<file path="src/rtl/common.sv">
// Shared core types for the MEM stage and its neighbours.
// Contents:
//   BUS_ADDR_W / BUS_DATA_W / BUS_LANES  data-bus geometry
//   msize_t          access size encoding (byte/half/word/dword)
//   mem_state_t      MEM stage FSM states
//   ctl_t            decoded control bits carried down the pipe
//   execute_data_t   EX/MEM register payload
//   memory_data_t    MEM/WB register payload
//   dbus_req_t       data-bus request
//   dbus_resp_t      data-bus response
//   is_aligned()     natural-alignment test used by the stage assertion
package common;

  localparam int BUS_ADDR_W = 64;
  localparam int BUS_DATA_W = 64;
  localparam int BUS_LANES  = BUS_DATA_W / 8;

  typedef enum logic [2:0] {
    MSIZE1 = 3'd0,
    MSIZE2 = 3'd1,
    MSIZE4 = 3'd2,
    MSIZE8 = 3'd3
  } msize_t;

  typedef enum logic [1:0] {
    IDLE = 2'd0,
    WAIT = 2'd1,
    DONE = 2'd2
  } mem_state_t;

  typedef struct packed {
    logic   reg_write;
    logic   mem_read;
    logic   mem_write;
    logic   mem_unsigned;
    msize_t msize;
  } ctl_t;

  typedef struct packed {
    logic [63:0] pc;
    logic [63:0] result;
    logic [63:0] store_data;
    ctl_t        ctl;
    logic [4:0]  dst;
    logic        is_bubble;
  } execute_data_t;

  typedef struct packed {
    logic [63:0] pc;
    logic [63:0] result;
    ctl_t        ctl;
    logic [4:0]  dst;
    logic        is_bubble;
  } memory_data_t;

  typedef struct packed {
    logic                  valid;
    logic [BUS_ADDR_W-1:0] addr;
    msize_t                size;
    logic [BUS_LANES-1:0]  strobe;
    logic [BUS_DATA_W-1:0] data;
  } dbus_req_t;

  typedef struct packed {
    logic                  addr_ok;
    logic                  data_ok;
    logic [BUS_DATA_W-1:0] data;
  } dbus_resp_t;

  // True when the low address bits are a multiple of the access size.
  function automatic logic is_aligned(input logic [2:0] off, input msize_t size);
    case (size)
      MSIZE1:  is_aligned = 1'b1;
      MSIZE2:  is_aligned = (off[0] == 1'b0);
      MSIZE4:  is_aligned = (off[1:0] == 2'b00);
      default: is_aligned = (off == 3'b000);
    endcase
  endfunction

endpackage

</file>
<file path="src/rtl/mem_align.sv">
// Combinational byte-lane alignment for the MEM stage.
// Ports:
//   size_i        access size
//   off_i         byte offset within the 64-bit bus word (address[2:0])
//   store_data_i  register value to store (right-aligned)
//   unsigned_i    1 = zero-extend loads, 0 = sign-extend
//   rdata_i       captured bus read word
//   strobe_o      byte-enable mask for stores
//   wdata_o       store data shifted onto its byte lanes
//   load_data_o   extracted and extended load value
module mem_align
  import common::*;
(
  input  msize_t      size_i,
  input  logic [2:0]  off_i,
  input  logic [63:0] store_data_i,
  input  logic        unsigned_i,
  input  logic [63:0] rdata_i,
  output logic [7:0]  strobe_o,
  output logic [63:0] wdata_o,
  output logic [63:0] load_data_o
);

  logic [7:0]  base_mask;
  logic [5:0]  bit_off;
  logic [63:0] raw;

  assign bit_off = {off_i, 3'b000};

  always_comb begin
    case (size_i)
      MSIZE1:  base_mask = 8'h01;
      MSIZE2:  base_mask = 8'h03;
      MSIZE4:  base_mask = 8'h0f;
      default: base_mask = 8'hff;
    endcase
  end

  // Mask width is 8, so lanes shifted past byte 7 fall off the top.
  assign strobe_o = base_mask << off_i;
  assign wdata_o  = store_data_i << bit_off;
  assign raw      = rdata_i >> bit_off;

  always_comb begin
    case (size_i)
      MSIZE1:  load_data_o = unsigned_i ? {56'd0, raw[7:0]}  : {{56{raw[7]}},  raw[7:0]};
      MSIZE2:  load_data_o = unsigned_i ? {48'd0, raw[15:0]} : {{48{raw[15]}}, raw[15:0]};
      MSIZE4:  load_data_o = unsigned_i ? {32'd0, raw[31:0]} : {{32{raw[31]}}, raw[31:0]};
      default: load_data_o = raw;
    endcase
  end

endmodule

</file>
<file path="src/rtl/memory_stage.sv">
// MEM stage of the 5-stage in-order core.
// Issues data-bus requests for loads/stores arriving from the EX/MEM register,
// waits for the response, and hands the result to the MEM/WB register.
// Ports:
//   clk, reset  clock and synchronous active-high reset
//   dataE_in    EX/MEM payload (held stable by upstream while dwait=1)
//   iwait       fetch stall; the pipeline is frozen while high
//   dreq        data-bus request (valid held until data_ok)
//   dresp       data-bus response (addr_ok is informational only)
//   dataM_out   MEM/WB payload; a bubble while an access is outstanding
//   dwait       high while an access is in flight, freezing upstream
module memory_stage
  import common::*;
#(
  parameter int ADDR_W = BUS_ADDR_W,
  parameter int DATA_W = BUS_DATA_W
) (
  input  logic          clk,
  input  logic          reset,
  input  execute_data_t dataE_in,
  input  logic          iwait,
  output dbus_req_t     dreq,
  input  dbus_resp_t    dresp,
  output memory_data_t  dataM_out,
  output logic          dwait
);

  mem_state_t        state_q;
  logic [DATA_W-1:0] rdata_q;
  logic              mem_op;
  logic              req_active;
  logic [7:0]        strobe_calc;
  logic [63:0]       wdata_calc;
  logic [63:0]       load_data;

  assign mem_op = !dataE_in.is_bubble && (dataE_in.ctl.mem_read || dataE_in.ctl.mem_write);

  mem_align u_align (
    .size_i       (dataE_in.ctl.msize),
    .off_i        (dataE_in.result[2:0]),
    .store_data_i (dataE_in.store_data),
    .unsigned_i   (dataE_in.ctl.mem_unsigned),
    .rdata_i      (rdata_q),
    .strobe_o     (strobe_calc),
    .wdata_o      (wdata_calc),
    .load_data_o  (load_data)
  );

  // DONE exists so the instruction still sitting in EX/MEM (held by iwait)
  // is not issued a second time; we only return to IDLE on the edge where
  // the pipeline actually advances.
  always_ff @(posedge clk) begin
    if (reset) begin
      state_q <= IDLE;
      rdata_q <= '0;
    end else begin
      case (state_q)
        IDLE: begin
          if (mem_op) begin
            if (dresp.data_ok) begin
              rdata_q <= dresp.data;
              state_q <= DONE;
            end else begin
              state_q <= WAIT;
            end
          end
        end
        WAIT: begin
          if (dresp.data_ok) begin
            rdata_q <= dresp.data;
            state_q <= DONE;
          end
        end
        DONE: begin
          if (!iwait) state_q <= IDLE;
        end
        default: state_q <= IDLE;
      endcase
    end
  end

  // Request/stall are combinational so a new access starts in its first
  // cycle; reset masks them immediately.
  always_comb begin
    req_active = 1'b0;
    if (!reset) begin
      case (state_q)
        IDLE:    req_active = mem_op;
        WAIT:    req_active = 1'b1;
        default: req_active = 1'b0;
      endcase
    end
  end

  assign dwait = req_active;

  always_comb begin
    dreq        = '0;
    dreq.valid  = req_active;
    dreq.addr   = dataE_in.result[ADDR_W-1:0];
    dreq.size   = dataE_in.ctl.msize;
    dreq.strobe = (req_active && dataE_in.ctl.mem_write) ? strobe_calc : 8'h00;
    dreq.data   = wdata_calc;
  end

  always_comb begin
    dataM_out           = '0;
    dataM_out.pc        = dataE_in.pc;
    dataM_out.ctl       = dataE_in.ctl;
    dataM_out.dst       = dataE_in.dst;
    dataM_out.result    = dataE_in.ctl.mem_read ? load_data : dataE_in.result;
    dataM_out.is_bubble = reset || dataE_in.is_bubble || dwait;
  end

  // Misaligned accesses are a contract violation by the producer.
  a_aligned: assert property (@(posedge clk) disable iff (reset)
    dreq.valid |-> is_aligned(dreq.addr[2:0], dreq.size));

  // A well-behaved slave only acknowledges an address while a request is up.
  a_addr_ok: assert property (@(posedge clk) disable iff (reset)
    dresp.addr_ok |-> dreq.valid);

endmodule

</file>
<file path="config.mk">
export PLATFORM = sky130hd
export DESIGN_NAME = memory_stage
export DESIGN_NICKNAME = d
export VERILOG_FILES = /design/src/rtl/common.sv /design/src/rtl/mem_align.sv /design/src/rtl/memory_stage.sv
export SDC_FILE = /design/constraint.sdc
export NUM_CORES = 1
export LEC_CHECK = 0
export ABC_AREA = 1
export CAP_MARGIN = 20
export CORE_AREA = 4 4 212 214
export CTS_BUF_LIST = sky130_fd_sc_hd__clkbuf_2 sky130_fd_sc_hd__clkbuf_4 sky130_fd_sc_hd__clkbuf_8
export DETAILED_ROUTE_END_ITERATION = 10
export DIE_AREA = 0 0 216 218
export SLEW_MARGIN = 20
export SYNTH_ARGS = -nofsm -noshare
export SYNTH_HDL_FRONTEND = slang
export SYNTH_SLANG_ARGS = --single-unit
</file>
<file path="constraint.sdc">
create_clock -name clk -period 1.44 [get_ports clk]
set_input_delay 0.216 -clock clk [delete_from_list [all_inputs] [get_ports clk]]
set_output_delay 0.216 -clock clk [all_outputs]
set_load 0.02 [all_outputs]
</file>
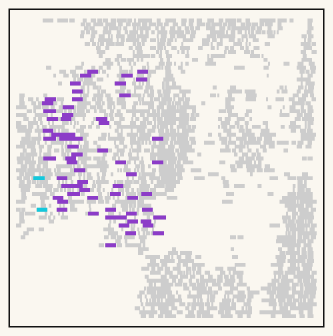
(sequential cells grouped by signal name)
color	signal	flops
purple	`rdata_q`	64
cyan	`state_q`	2
Final Util: 40.3%
FF+latch area: 1370 µm²
seq pwr: 2.12 mW
fraction of area in registers: 7.94%

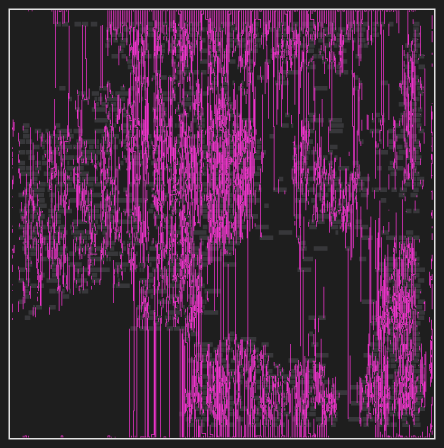
(met2 routing)
Cells faint in the background.
wire length on this layer	25.0 mm
share of all routed wire	49%

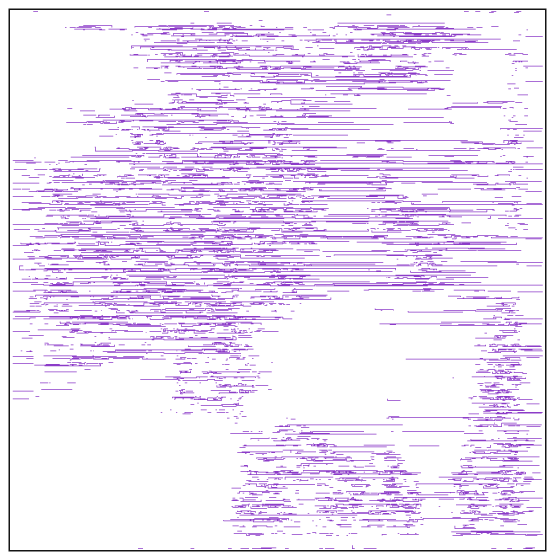
(met1 routing)
longest straight run	94.3 µm
nets with wire on the layer	1,947
wire length on this layer	21.0 mm
share of all routed wire	41%
main direction	horizontal

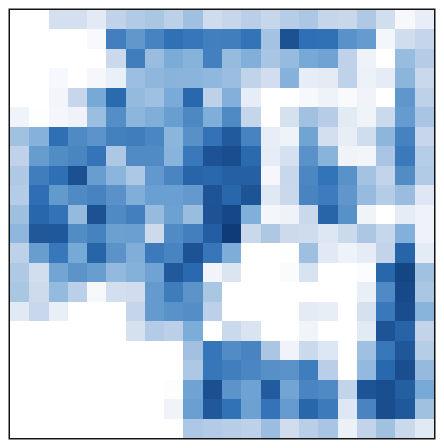
(cell density map)
The die is cut into 22 by 22 equal tiles; white is low, dark blue is high, 0 to 100% covered.
densest ninth of the die	left middle
tiles over 75% full	9.7%
nearly empty tiles	21%

==> impl_metrics.toml <==
# generated from flow reports
[run_status]
violations = "negative setup slack"
status = "finished with violations"

[setup_path]
startpoint = "rdata_q[55]"
critPathMaxStageDelay_ns = 0.34
r2r-end = "rdata_q[60]"
cp-endpoint = "dataM_out[51]"

[global_route]
gr-usage-met1_pct = 24.6
busiest_layer = "met2"
grt_use_met3_pct = 3.36
grt_pass1_wl_um = 71600

[worst_hold_path]
min_to = "dataM_out[109]"
hp-start = "dataE_in[173]"
whs_path_depth = 0

[finish]
buf_share_pct = 45.1
mi_logic_area_um2 = 6840
largestRegisters = "rdata_q x64, state_q x2"
final_cell_mix = "nand2_1, buf_4, clkdlybuf4s50_1"
nFillCells = 4310
clockBufferCount = 10
final-clk-cell-share_pct = 1.32
comb_share_pct = 39.6
layout_top_cell = "nand2_1"
syn2layout_area_growth_pct = 122
final_cell_area_um2 = 17300

[final_timing]
period_minus_slack_ns = 2.20
fin_skew_ns = 0.0106
fin_ws_ns = -0.765
fmax_ghz = 0.454
finalClockPeriodUsage_pct = 153
worst-slew-pin-transition_ns = 0.747
setup_viol_count_final = 148
hold_viol_final = 0

[drt]
top_layer = "met5"
vias = 11600
routedWlPerCell_um = 20.0
wl_met3_um = 2900
detailedRoute.firstIterationViolations = 522

[pwr]
combPwrFrac_pct = 61.2
p_per_area_nw_per_um2 = 592

[place]
hpwl_um = 39800
dp_cells = 2429
dp_slack_ns = -1.29

[synth]
synth-xor-area-share_pct = 0
ys_sh_aoi_pct = 20.9

[clock_tree]
cts_hold_buffers = 0

[run]
tool_warnings = 30
No activity file was given, so power comes from the tool's default toggle rates.
